`config.mk`:
```
export PLATFORM = sky130hd
export DESIGN_NAME = bram_stream_loader_flat
export DESIGN_NICKNAME = d
export VERILOG_FILES = /design/src/rtl/bram_stream_loader_if.sv /design/src/rtl/bram_stream_loader.sv /design/src/flat_wrapper.sv
export SDC_FILE = /design/constraint.sdc
export NUM_CORES = 1
export LEC_CHECK = 0
export CAP_MARGIN = 20
export CORE_MARGIN = 2
export CORE_UTILIZATION = 45
export DETAILED_ROUTE_END_ITERATION = 10
export PLACE_DENSITY = 0.74
export SETUP_SLACK_MARGIN = 0.3
export SYNTH_ARGS = -nofsm -noshare
export SYNTH_HDL_FRONTEND = slang
export SYNTH_SLANG_ARGS = --single-unit
```
`constraint.sdc`:
```
create_clock -name clk -period 8.4 [get_ports clk]
set_input_delay 1.26 -clock clk [delete_from_list [all_inputs] [get_ports clk]]
set_output_delay 1.26 -clock clk [all_outputs]
set_load 0.005 [all_outputs]
```
`src/rtl/bram_stream_loader_if.sv`:
```
// bram_stream_loader_if: pixel stream in, word stream out, and the single
// bram port, bundled for the loader and its environment.
// master = loader side, slave = stream source/sink and bram side.
interface bram_stream_loader_if #(
  parameter int DWIDTH = 64,
  parameter int PWIDTH = 8,
  parameter int DDepth = 2048
);
  // Same address sizing as the bram itself: bits needed to hold DDepth-1.
  function automatic int clogb2(input int depth);
    int r;
    int d;
    r = 0;
    d = depth;
    while (d > 0) begin
      r++;
      d = d >> 1;
    end
    return (r < 1) ? 1 : r;
  endfunction

  localparam int AWIDTH = clogb2(DDepth - 1);

  logic              s_valid;
  logic              s_ready;
  logic [PWIDTH-1:0] s_data;
  logic              s_last;
  logic              m_valid;
  logic              m_ready;
  logic [DWIDTH-1:0] m_data;
  logic              m_last;
  logic [AWIDTH-1:0] bram_addr;
  logic              bram_ce;
  logic              bram_we;
  logic [DWIDTH-1:0] bram_din;
  logic [DWIDTH-1:0] bram_dout;

  modport master (
    input  s_valid, s_data, s_last, m_ready, bram_dout,
    output s_ready, m_valid, m_data, m_last, bram_addr, bram_ce, bram_we, bram_din
  );

  modport slave (
    output s_valid, s_data, s_last, m_ready, bram_dout,
    input  s_ready, m_valid, m_data, m_last, bram_addr, bram_ce, bram_we, bram_din
  );
endinterface

```
`src/rtl/bram_stream_loader.sv`:
```
// bram_stream_loader: packs a PWIDTH pixel stream into DWIDTH words, writes
// them to a single-port bram from address 0 (FILL/FLUSH), then reads them back
// as a valid/ready word stream through a 2-entry skid FIFO (DRAIN).
// The loader is the only master of the bram port, so reads and writes never
// collide.
// Optional feature macro: STALL_CNT_EN adds stall_cnt[31:0], the number of
// DRAIN cycles with m_valid & !m_ready (saturating, cleared by rst and start).
module bram_stream_loader #(
  parameter int DWIDTH = 64,
  parameter int DDepth = 2048,
  parameter int PWIDTH = 8
) (
  input  logic                 clk,
  input  logic                 rst,
  input  logic                 start,
  bram_stream_loader_if.master bus,
  output logic                 busy,
  output logic                 ovf
`ifdef STALL_CNT_EN
  ,
  output logic [31:0]          stall_cnt
`endif
);
  function automatic int clogb2(input int depth);
    int r;
    int d;
    r = 0;
    d = depth;
    while (d > 0) begin
      r++;
      d = d >> 1;
    end
    return (r < 1) ? 1 : r;
  endfunction

  localparam int AWIDTH = clogb2(DDepth - 1);
  localparam int LANES  = DWIDTH / PWIDTH;
  localparam int LW     = (LANES > 1) ? $clog2(LANES) : 1;
  // Pointers carry one extra bit so a full bram (DDepth words) is countable.
  localparam logic [AWIDTH:0] LAST_ADDR = (AWIDTH + 1)'(DDepth - 1);
  localparam logic [LW-1:0]   LAST_LANE = LW'(LANES - 1);

  typedef enum logic [1:0] {IDLE, FILL, FLUSH, DRAIN} state_t;

  state_t            state, state_nxt;
  logic              wr_pend;     // a completed mid-frame word waits for its write cycle
  logic [LW-1:0]     lane;
  logic [DWIDTH-1:0] pack;        // lanes gathered so far for the current word
  logic [DWIDTH-1:0] din_q;       // last completed word, drives bram_din
  logic [DWIDTH-1:0] pix_word;
  logic [AWIDTH:0]   wr_ptr;      // next write address; word count once FILL ends
  logic [AWIDTH:0]   rd_ptr;
  logic              infl;        // a read was issued last cycle, dout valid now
  logic              infl_last;   // ...and it was the final word of the frame

  logic [DWIDTH-1:0] fifo_d [2];
  logic              fifo_l [2];
  logic              hd, tl;
  logic [1:0]        occ;

  logic              acc, word_done, close, pop, head_last, room;
  logic              s_ready_c, ce_c, we_c, wr_fire, rd_fire;
  logic [AWIDTH-1:0] addr_c;

  assign acc       = (state == FILL) && !wr_pend && bus.s_valid;
  assign word_done = (lane == LAST_LANE) || bus.s_last;
  // Word that ends the frame: either the producer said so or the bram is full.
  assign close     = word_done && (bus.s_last || (wr_ptr == LAST_ADDR));
  assign pix_word  = pack | (DWIDTH'(bus.s_data) << (PWIDTH * int'(lane)));
  assign head_last = fifo_l[hd];
  assign pop       = (occ != 2'd0) && bus.m_ready;
  // Count this cycle's pop as free space so m_ready=1 sustains a word per cycle.
  assign room      = (({1'b0, occ} + {2'b0, infl} - {2'b0, pop}) < 3'd2);

  // State register.
  always_ff @(posedge clk) begin
    if (rst) state <= IDLE;
    else     state <= state_nxt;
  end

  // Next state and bram port control.
  always_comb begin
    state_nxt = state;
    s_ready_c = 1'b0;
    ce_c      = 1'b0;
    we_c      = 1'b0;
    addr_c    = '0;
    wr_fire   = 1'b0;
    rd_fire   = 1'b0;
    case (state)
      IDLE: begin
        if (start) state_nxt = FILL;
      end
      FILL: begin
        s_ready_c = !wr_pend;
        addr_c    = wr_ptr[AWIDTH-1:0];
        if (wr_pend) begin
          ce_c    = 1'b1;
          we_c    = 1'b1;
          wr_fire = 1'b1;
        end
        if (acc && close) state_nxt = FLUSH;
      end
      FLUSH: begin
        // Single write cycle for the frame-closing word.
        ce_c      = 1'b1;
        we_c      = 1'b1;
        addr_c    = wr_ptr[AWIDTH-1:0];
        wr_fire   = 1'b1;
        state_nxt = DRAIN;
      end
      DRAIN: begin
        addr_c = rd_ptr[AWIDTH-1:0];
        if ((rd_ptr < wr_ptr) && room) begin
          ce_c    = 1'b1;
          rd_fire = 1'b1;
        end
        if (pop && head_last) state_nxt = IDLE;
      end
      default: state_nxt = IDLE;
    endcase
  end

  // Packing, pointers, overflow flag and skid FIFO bookkeeping.
  always_ff @(posedge clk) begin
    if (rst) begin
      wr_pend   <= 1'b0;
      lane      <= '0;
      pack      <= '0;
      din_q     <= '0;
      wr_ptr    <= '0;
      rd_ptr    <= '0;
      infl      <= 1'b0;
      infl_last <= 1'b0;
      hd        <= 1'b0;
      tl        <= 1'b0;
      occ       <= 2'd0;
      ovf       <= 1'b0;
    end else begin
      if (state == IDLE && start) ovf <= 1'b0;
      if (acc) begin
        if (word_done) begin
          din_q   <= pix_word;
          pack    <= '0;
          lane    <= '0;
          wr_pend <= !close;
          if (close && !bus.s_last) ovf <= 1'b1;
        end else begin
          pack <= pix_word;
          lane <= lane + 1'b1;
        end
      end
      if (wr_fire) begin
        wr_ptr  <= wr_ptr + 1'b1;
        wr_pend <= 1'b0;
      end
      infl <= rd_fire;
      if (rd_fire) begin
        rd_ptr    <= rd_ptr + 1'b1;
        infl_last <= (rd_ptr == wr_ptr - 1'b1);
      end
      if (infl) tl <= ~tl;
      if (pop)  hd <= ~hd;
      occ <= occ + {1'b0, infl} - {1'b0, pop};
      if (pop && head_last) begin
        wr_ptr <= '0;
        rd_ptr <= '0;
      end
    end
  end

  // Skid FIFO storage: capture read data the cycle after the read.
  always_ff @(posedge clk) begin
    if (infl) begin
      fifo_d[tl] <= bus.bram_dout;
      fifo_l[tl] <= infl_last;
    end
  end

`ifdef STALL_CNT_EN
  // Saturating count of back-pressured output cycles during DRAIN.
  always_ff @(posedge clk) begin
    if (rst)                                      stall_cnt <= '0;
    else if (state == IDLE && start)              stall_cnt <= '0;
    else if (state == DRAIN && (occ != 2'd0) && !bus.m_ready && (stall_cnt != 32'hFFFF_FFFF))
      stall_cnt <= stall_cnt + 32'd1;
  end
`endif

  assign bus.s_ready   = s_ready_c;
  assign bus.bram_ce   = ce_c;
  assign bus.bram_we   = we_c;
  assign bus.bram_addr = addr_c;
  assign bus.bram_din  = din_q;
  assign bus.m_valid   = (occ != 2'd0);
  assign bus.m_data    = fifo_d[hd];
  assign bus.m_last    = (occ != 2'd0) && head_last;
  assign busy          = (state != IDLE);
endmodule

```
`src/flat_wrapper.sv`:
```
// flat-port wrapper written by rule: the top's interface ports become plain ports
module bram_stream_loader_flat 
#(
  parameter int DWIDTH = 64,
  parameter int DDepth = 2048,
  parameter int PWIDTH = 8
)
  (clk, rst, start, busy, ovf, bus_s_valid, bus_s_data, bus_s_last, bus_m_ready, bus_bram_dout, bus_s_ready, bus_m_valid, bus_m_data, bus_m_last, bus_bram_addr, bus_bram_ce, bus_bram_we, bus_bram_din);
  bram_stream_loader_if #(.DWIDTH(DWIDTH), .PWIDTH(PWIDTH), .DDepth(DDepth)) bus_i ();
  input  logic clk;
  input  logic rst;
  input  logic start;
  output logic busy;
  output logic ovf;
  input wire logic [$bits(bus_i.s_valid)-1:0] bus_s_valid;
  input wire logic [$bits(bus_i.s_data)-1:0] bus_s_data;
  input wire logic [$bits(bus_i.s_last)-1:0] bus_s_last;
  input wire logic [$bits(bus_i.m_ready)-1:0] bus_m_ready;
  input wire logic [$bits(bus_i.bram_dout)-1:0] bus_bram_dout;
  output wire logic [$bits(bus_i.s_ready)-1:0] bus_s_ready;
  output wire logic [$bits(bus_i.m_valid)-1:0] bus_m_valid;
  output wire logic [$bits(bus_i.m_data)-1:0] bus_m_data;
  output wire logic [$bits(bus_i.m_last)-1:0] bus_m_last;
  output wire logic [$bits(bus_i.bram_addr)-1:0] bus_bram_addr;
  output wire logic [$bits(bus_i.bram_ce)-1:0] bus_bram_ce;
  output wire logic [$bits(bus_i.bram_we)-1:0] bus_bram_we;
  output wire logic [$bits(bus_i.bram_din)-1:0] bus_bram_din;
  assign bus_i.s_valid = bus_s_valid;
  assign bus_i.s_data = bus_s_data;
  assign bus_i.s_last = bus_s_last;
  assign bus_i.m_ready = bus_m_ready;
  assign bus_i.bram_dout = bus_bram_dout;
  assign bus_s_ready = bus_i.s_ready;
  assign bus_m_valid = bus_i.m_valid;
  assign bus_m_data = bus_i.m_data;
  assign bus_m_last = bus_i.m_last;
  assign bus_bram_addr = bus_i.bram_addr;
  assign bus_bram_ce = bus_i.bram_ce;
  assign bus_bram_we = bus_i.bram_we;
  assign bus_bram_din = bus_i.bram_din;
  bram_stream_loader #(.DWIDTH(DWIDTH), .DDepth(DDepth), .PWIDTH(PWIDTH)) u_core (.clk(clk), .rst(rst), .start(start), .bus(bus_i), .busy(busy), .ovf(ovf));
endmodule
```
==> out/summary.txt, run 1 <==
Sw Ratio = 26.0%
DRC viols = 0
Post-CTS setup buffer count = 0
IO buf count = 223
Seq cells post-synth = 296
Slew @ Worst Pin = 0.998 ns
Worst Setup End Kind = primary output
Clk network pwr share = 36.9%
Async SR Flop Fraction = 0%
Met1 usage in global routing = 27.4%
Sequential power share = 43.5%
Met3 Use GR = 5.02%
Clk slew on worst S/H paths = 0.06 ns
WP data arrival = 4.44 ns
Setup violators final = 0
Inserted Clock Buffers = 30
Cell area power density = 236 mW/mm^2
Tool warnings = 31
Worst Clk Skew = 0.0165 ns
Comb pwr = 0.000700 W
Logic pwr share = 19.6%
Peak supply drop = 0.162 mV
Internal power = 0.00264 W
Crit Path Category = primary input to primary output
Initial antenna violation count = 1
Final Hold Viols = 0
First-pass GRT wire length = 43500 microns
Pleak = 5.18 nW
Dpl hpwl = 18800 microns
Critical path data required time = 7.14 ns
Worst Hold Class = flip-flop to flip-flop
CP Launch Type = primary input
Count leader, synth = dfxtp_1
Layout Nets = 1353
Synth Instances = 1062
Worst-Skew Late Latency = 0.56 ns
Share of layout cells above drive strength 1 = 10.8%
Sequential power = 0.00155 W
Die width = 165 microns
Peak fanout along the critical path = 22
Status = complete, no violations
Fmax = 0.175 GHz
Post_cts resized = 0
Top cells by count = 166 x dfxtp_1, 148 x a21oi_1, 130 x edfxtp_1, 110 x nor2_1, 87 x nand2_1
Maximum clock path buffer count = 3
CTS tree = done
I/O pin cnt = 224
Total gr overflow = 0
Syn Std Cell Area = 0.0117 sq mm
Synth cell types = 52
Die H = 165 microns
Ant diodes = 0
Clk Tree Root Cell = clkbuf_16
Largest net degree at the start of global routing = 68
Post-CTS Hold Buffers = 0
Iteration-0 DRC Markers = 782
Chip Area, Yosys = 0.0117 sq mm
Register share after synthesis = 61.8%
Vias in the first global route = 7991
Flip-flops with a built-in enable = 130
Mean Syn Cell Area = 11.0 sq um
1st-pass router iterations = 5
Net switching power = 0.000929 W
Slew HR = 33.2%
==> run 1: kinds of logic after synthesis <==
family                   after synthesis  share of synthesized area [%]
adder cells (fa/ha/maj)               25                           2.74
XOR/XNOR                              32                           2.40
AND/OR/NAND/NOR                      282                           11.1
AND-OR/OR-AND                        257                           11.8
flip-flops                           296                           61.8
multiplexers                          68                           6.51
buffers and inverters                102                           3.68
==> run 1: stage by stage <==
stage	setup slack [ns]	instance area, sq um	hold slack, ns	instances
after floorplan	3.65	11700	0.426	1062
after global routing	2.52	15100	0.475	1608
after detailed placement	2.68	14100	0.441	1552
final	2.70	15100	0.451	1608
after CTS	2.67	15100	0.456	1607
after global placement	2.73	14100	0.437	1552
==> run 1: routing by layer <==
layer | part of all wire [%] | wire length [microns] | up-vias
li1 | - | - | 4120
met1 | 44 | 12700 | 4070
met2 | 45 | 13200 | 298
met3 | 9.2 | 2680 | 49
met4 | 1.9 | 551 | 0
met5 | 0 | 0 | -
==> run 1: flip-flops by register name, indices dropped and copies added (netlist names), named ones only <==
register and flops:
u_core.fifo_d 128, u_core.bus.bram_din 64, u_core.pack 64, u_core.rd_ptr 12, u_core.wr_ptr 12, u_core.lane 3, u_core.fifo_l 2, u_core.occ 2
u_core.state 2, u_core.hd 1, u_core.infl 1, u_core.infl_last 1, u_core.ovf 1, u_core.tl 1, u_core.wr_pend 1
==> run 1: layout by cell type, fill, tap and decap left out, drive strengths merged, types with 3 or more instances in the layout <==
cell           instances
clkdlybuf4s50        223
dfxtp                166
a21oi                148
edfxtp               130
nor2                 110
nand2                 88
o21ai                 76
mux2                  64
clkbuf                39
inv                   26
xnor2                 25
ha                    24
nor3                  12
a22oi                 11
nand3                 11
buf                   11
and2                  11
clkinv                10
or3                    9
nand4                  8
xor2                   7
or4                    6
and3                   6
nor2b                  5
o31ai                  5
nor4                   5
mux2i                  4
nor3b                  4
a21o                   3
o211ai                 3
clkinvlp               3
==> run 1: worst max-delay path, stage by stage <==
cell and delay (ns):
clkdlybuf4s50_1 0.40, nand2_1 0.13, inv_1 0.06, ha_1 0.27, inv_1 0.04, ha_1 0.18, fa_1 0.47, nor3_2 0.16
o211ai_1 0.15, or3_4 0.57, a21oi_1 0.22, clkdlybuf4s50_1 0.54
==> run 1: final timing paths <==
kind | startpoint | end | slack [ns] | cells after the start
setup reg to reg | u_core.occ[1]$_SDFF_PP0_ | u_core.rd_ptr[11]$_SDFFE_PP0P_ | 5.09 | 13
hold / removal | u_core.bus.bram_din[10]$_SDFFE_PP0P_ | u_core.bus.bram_din[10]$_SDFFE_PP0P_ | 0.45 | 2
hold reg to reg | u_core.bus.bram_din[10]$_SDFFE_PP0P_ | u_core.bus.bram_din[10]$_SDFFE_PP0P_ | 0.45 | 2
setup / recovery | bus_m_ready | bus_bram_ce | 2.70 | 12
==> run 1: final cells by class <==
| cell class | instances | area [sq um] |
|---|---|---|
| Inverter | 24 | 90.1 |
| Timing Repair Buffer | 234 | 2310 |
| Fill cell | 2119 | 10700 |
| Sequential cell | 296 | 7230 |
| Clock buffer | 39 | 856 |
| Clock inverter | 16 | 144 |
| Multi-Input combinational cell | 664 | 4060 |
| Tap cell | 335 | 419 |
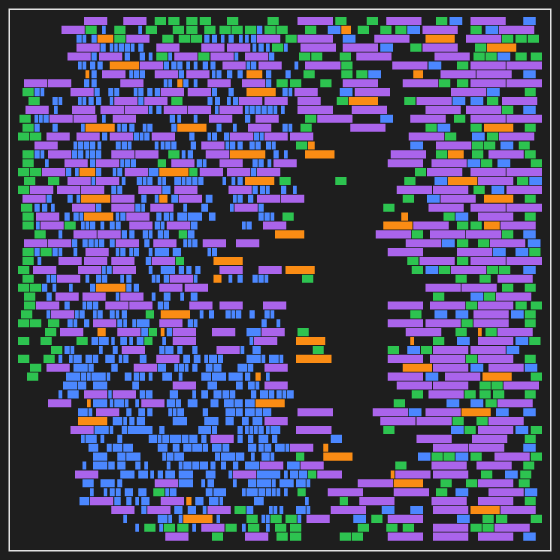
Fig. 1. Placement by cell class (run 1).
Key: all other logic = blue [cells 688]; clock drivers and dummy loads = orange [cells 55]; flip-flops = purple [cells 296]; other buffers and delay cells = green [cells 234]

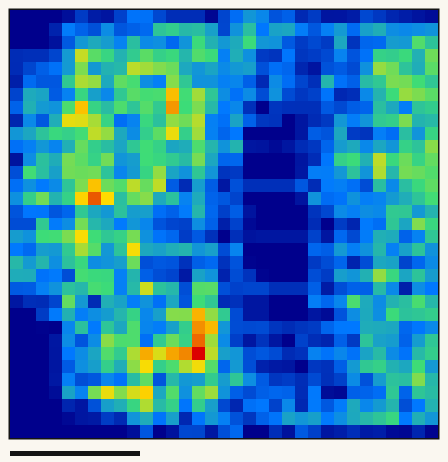
Fig. 2. Wiring heat map (run 1).
The bar under the picture is 50 microns long. The die is cut into 33 by 33 equal tiles; dark blue is low, red is high, scaled to the fullest tile. Values are wire area over tile area, all layers added.
The fullest tile reaches 0.61. 14% of the tiles are over half the peak. The emptiest ninth of the die: center. The densest ninth of the die: middle left.
DR WL/cell: 18.1 microns
DR vias: 8537

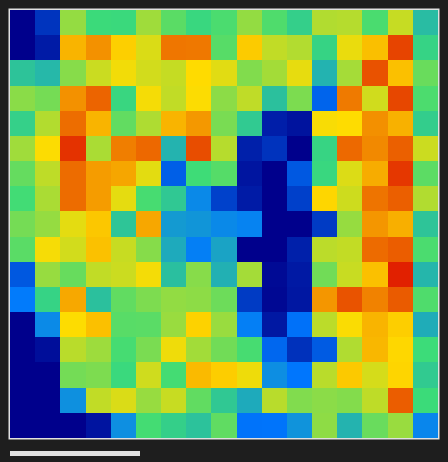
Fig. 3. Cell density map (run 1).
The bar under the picture is 50 microns long. The die is cut into 17 by 17 equal tiles; dark blue is low, red is high, 0 to 100% covered.
The emptiest ninth of the die: center. The mean over all tiles is 54%. The fullest tile reaches 96%.
core area: 0.0258 sq mm
Util after Layout: 58.6%
FP Util: 45.4%

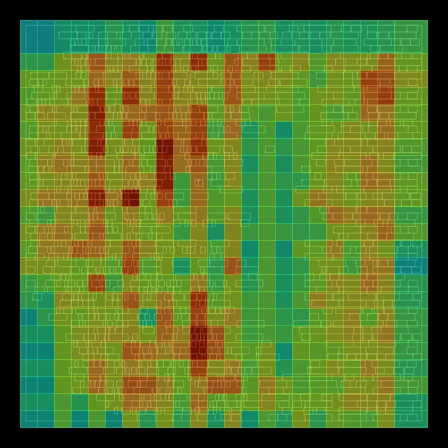
Fig. 4. Track usage over the die (run 1).
Most Crowded Layer GR: met2
global-route met2 utilization: 32.6%
Tot GR Track Use: 20.3%

## Run 2: what changed since run 1
Clock period 8.4 ns to 5.7 ns, I/O delays scaled along.
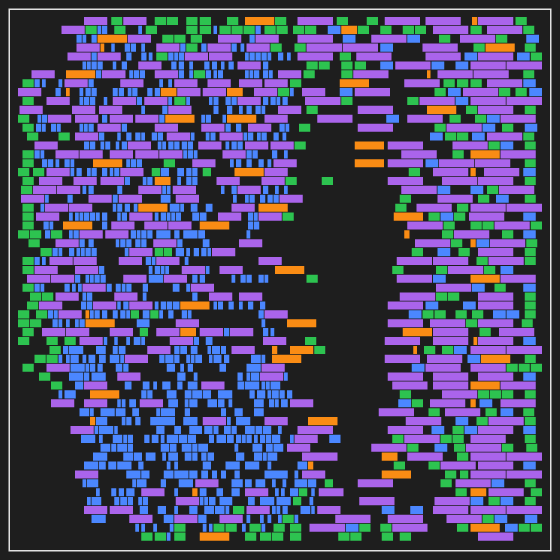
Fig. 5. Placement by cell class (run 2).
Key: clock drivers and dummy loads = orange [cells 55]; flip-flops = purple [cells 296]; other buffers and delay cells = green [cells 234]; all other logic = blue [cells 688]
Seq area share: 47.9%
cell area after layout: 0.0151 sq mm
site row count: 59
Util after Layout: 58.6%

==> run 2 against run 1 <==
Net effect:
- critical path depth did not move
- sequential cell count did not move
- combinational power rose by 41%
- first-iteration DRC count rose by 9.0%
- critical endpoint unchanged
- largest cell class unchanged
- highest routed layer unchanged
==> out/summary.txt, run 2 <==
Status = complete, no violations
Maximum clock path buffer count = 3 (unchanged)
Flip-flops with a built-in enable = 130 (unchanged)
Cell area power density = 348 mW/mm^2 (+47%)
Fin crit share = 86.1%
Final-report max-slew violation count = 0
Final Hold Viols = 0 (unchanged)
RSZ-0062 raised after global routing = false
Register share after synthesis = 61.8% (unchanged)
Setup TNS = 0 ns
Final-layout fill cell count = 2144 (+1.2%)
Max reg flops = 128 (unchanged)
Core area = 0.0258 sq mm (unchanged)
Ant diodes = 0 (unchanged)
Tool warnings = 31 (unchanged)
Slew @ Worst Pin = 1.03 ns (+0.0323 ns)
Layout Nets = 1354 (+0.074%)
HP Start = u_core.bus.bram_din[12]$_SDFFE_PP0P_
Slowest CP cell = or3_4
Mapped Nets = 1165
R2R Path Start = u_core.occ[1]$_SDFF_PP0_
I/O pin cnt = 224 (unchanged)
Post-Layout Cell Count = 1608 (unchanged)
Synth Instances = 1062 (unchanged)
DRC viols = 0 (unchanged)
FP Util = 45.4% (unchanged)
WP buf/inv = 4 (unchanged)
Crit. Startpoint = bus_m_ready
Crit Path Category = primary input to primary output
Count leader, synth = dfxtp_1
Syn Std Cell Area = 0.0117 sq mm (unchanged)
DR vias = 8597 (+0.70%)
Seq cells post-synth = 296 (unchanged)
Placed cells = 1552 (unchanged)
Share of layout cells above drive strength 1 = 10.8% (unchanged)
Async SR Flop Fraction = 0% (unchanged)
First-pass GRT wire length = 43700 microns (+0.33%)
Die H = 165 microns (unchanged)
Synth cell types = 52 (unchanged)
Initial antenna violation count = 0 (-1)
Dpl hpwl = 19300 microns (+2.7%)
Delay-heaviest family, CP = buffers and inverters
CTS tree = done
Pre-CTS setup slack = 0.801 ns (-1.87 ns)
Clk Tree Root Cell = clkbuf_16
Slew HR = 31.1% (-2.2 points)
Fmax = 0.204 GHz
Setup violators final = 0 (unchanged)
Post_cts resized = 0 (unchanged)
Area Overhead vs Synth = 29.1%
Peak supply drop = 0.245 mV (+51%)
Iteration-0 DRC Markers = 852 (+9.0%)
IO buf count = 223 (unchanged)
Chip Area, Yosys = 0.0117 sq mm (unchanged)
Reg with most FFs = u_core.fifo_d
Worst Setup End Kind = primary output
Pleak = 5.19 nW (+0.25%)
Worst-Skew Late Latency = 0.57 ns (about the same)
Post-CTS setup buffer count = 0 (unchanged)
Vias in the first global route = 7954 (-0.46%)
Vias per cell = 5.35
Worst Hold Class = flip-flop to flip-flop
1st-pass router iterations = 5 (unchanged)
Crit-path max cell delay = 0.57 ns (about the same)
Yosys stat cell total = 1062
Worst Clk Skew = 0.0200 ns (+0.00342 ns)
Largest net degree at the start of global routing = 68 (unchanged)
Die width = 165 microns (unchanged)
GPL Wtd Cong = 0.894
Inserted Clock Buffers = 31 (+3.3%)
Clk slew on worst S/H paths = 0.06 ns (about the same)
Top cells excl fill/tap = 223 x clkdlybuf4s50_1, 165 x dfxtp_1, 148 x a21oi_1
DIE AREA = 0.0273 sq mm
Final WS setup = 0.794 ns (-1.90 ns)
Critical path data required time = 4.85 ns (-2.29 ns)
Peak fanout along the critical path = 22 (unchanged)
WL final = 29500 microns
WP data arrival = 4.05 ns (-0.39 ns)
Post-CTS Hold Buffers = 0 (unchanged)
Worst path cell trace = clkdlybuf4s50_1 -> nand2_1 -> inv_1 -> ha_1 -> inv_1 -> ha_1 -> fa_1 -> nor3_2 -> o211ai_1 -> or3_4 -> a21oi_1 -> clkdlybuf4s50_1
Top cell area share = 33.4%
Most numerous logic cell after layout = clkdlybuf4s50_1
CP Launch Type = primary input
Main synth FF type = dfxtp_1
Total gr overflow = 0 (unchanged)
Fin crit period = 4.91 ns
Mean Syn Cell Area = 11.0 sq um (unchanged)
Top cells by count = 166 x dfxtp_1, 148 x a21oi_1, 130 x edfxtp_1, 110 x nor2_1, 87 x nand2_1
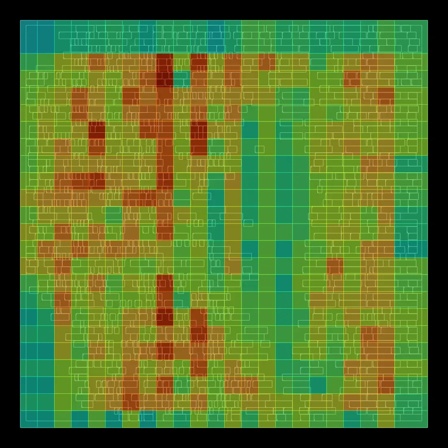
Fig. 6. Track usage over the die (run 2).
met3 Use GR: 4.92%
DR WL/cell: 18.3 microns
global-route met2 utilization: 32.0%
met1 usage in global routing: 28.2%
Tot GR Track Use: 20.4%

run 2: cell counts after synthesis:
No cell type changed its count.
run 2: metal layers:
| metal | share of wire (%) | up-vias | GRT usage (%) | routed length [microns] |
|---|---|---|---|---|
| met5 | 0 | - | 0 | 0 |
| met4 | 2.1 | 0 | 5.77 | 628 |
| met3 | 9.3 | 47 | 4.92 | 2760 |
| met2 | 44 | 331 | 32.0 | 13100 |
| met1 | 44 | 4111 | 28.2 | 13000 |
| li1 | - | 4108 | - | - |
run 2: final timing paths:
check | to | slack [ns] | depth (start not counted)
setup reg to reg | u_core.rd_ptr[11]$_SDFFE_PP0P_ | 2.37 | 13
hold / removal | u_core.bus.bram_din[12]$_SDFFE_PP0P_ | 0.45 | 2
setup / recovery | bus_bram_ce | 0.79 | 12
hold reg to reg | u_core.bus.bram_din[12]$_SDFFE_PP0P_ | 0.45 | 2
run 2: worst min-delay path, stage by stage, from the launching register on:
cell,delay (ns)
dfxtp_1,0.32
nand2_1,0.05
o21ai_0,0.05
run 2: cells by family (layout without fill, tap and decap cells):
| logic type | after synthesis | count (layout) | synth area share (%) |
|---|---|---|---|
| buffers and inverters | 102 | 313 | 3.68 |
| adders and majority gates | 25 | 25 | 2.74 |
| AOI/OAI and AO/OA | 257 | 257 | 11.8 |
| and+or+nand+nor | 282 | 282 | 11.1 |
| DFF | 296 | 296 | 61.8 |
| muxes | 68 | 68 | 6.51 |
| xor gates and xnor gates | 32 | 32 | 2.40 |
run 2: layout make-up:
| type | instances | area, sq um | area share, % |
|---|---|---|---|
| flip-flops and latches | 296 | 7230 | 47.9 |
| multi-input cells | 664 | 4060 | 26.9 |
| repair buffers | 234 | 2310 | 15.3 |
| clock buffers | 49 | 940 | 6.23 |
| well taps | 335 | 419 | 2.78 |
| inverters | 24 | 90.1 | 0.597 |
| clock inverters | 6 | 45.0 | 0.298 |
run 2: per-stage QoR:
step	util [%]	total power [W]	area [sq um]	hold WS, ns
2_1_floorplan	-	0.00291	11700	0.426
3_3_place_gp	54.7	0.00335	14100	0.435
3_5_place_dp	54.7	0.00337	14100	0.441
4_1_cts	58.6	0.00530	15100	0.455
5_1_grt	58.6	0.00547	15100	0.480
6_report	58.6	0.00525	15100	0.453
run 2: power breakdown:
group / switching (W) / internal (W)
Combinational: 0.000464 / 0.000526
Sequential: 0.0000776 / 0.00225
Clock: 0.000805 / 0.00113
Power is estimated from default activity; no workload was simulated.
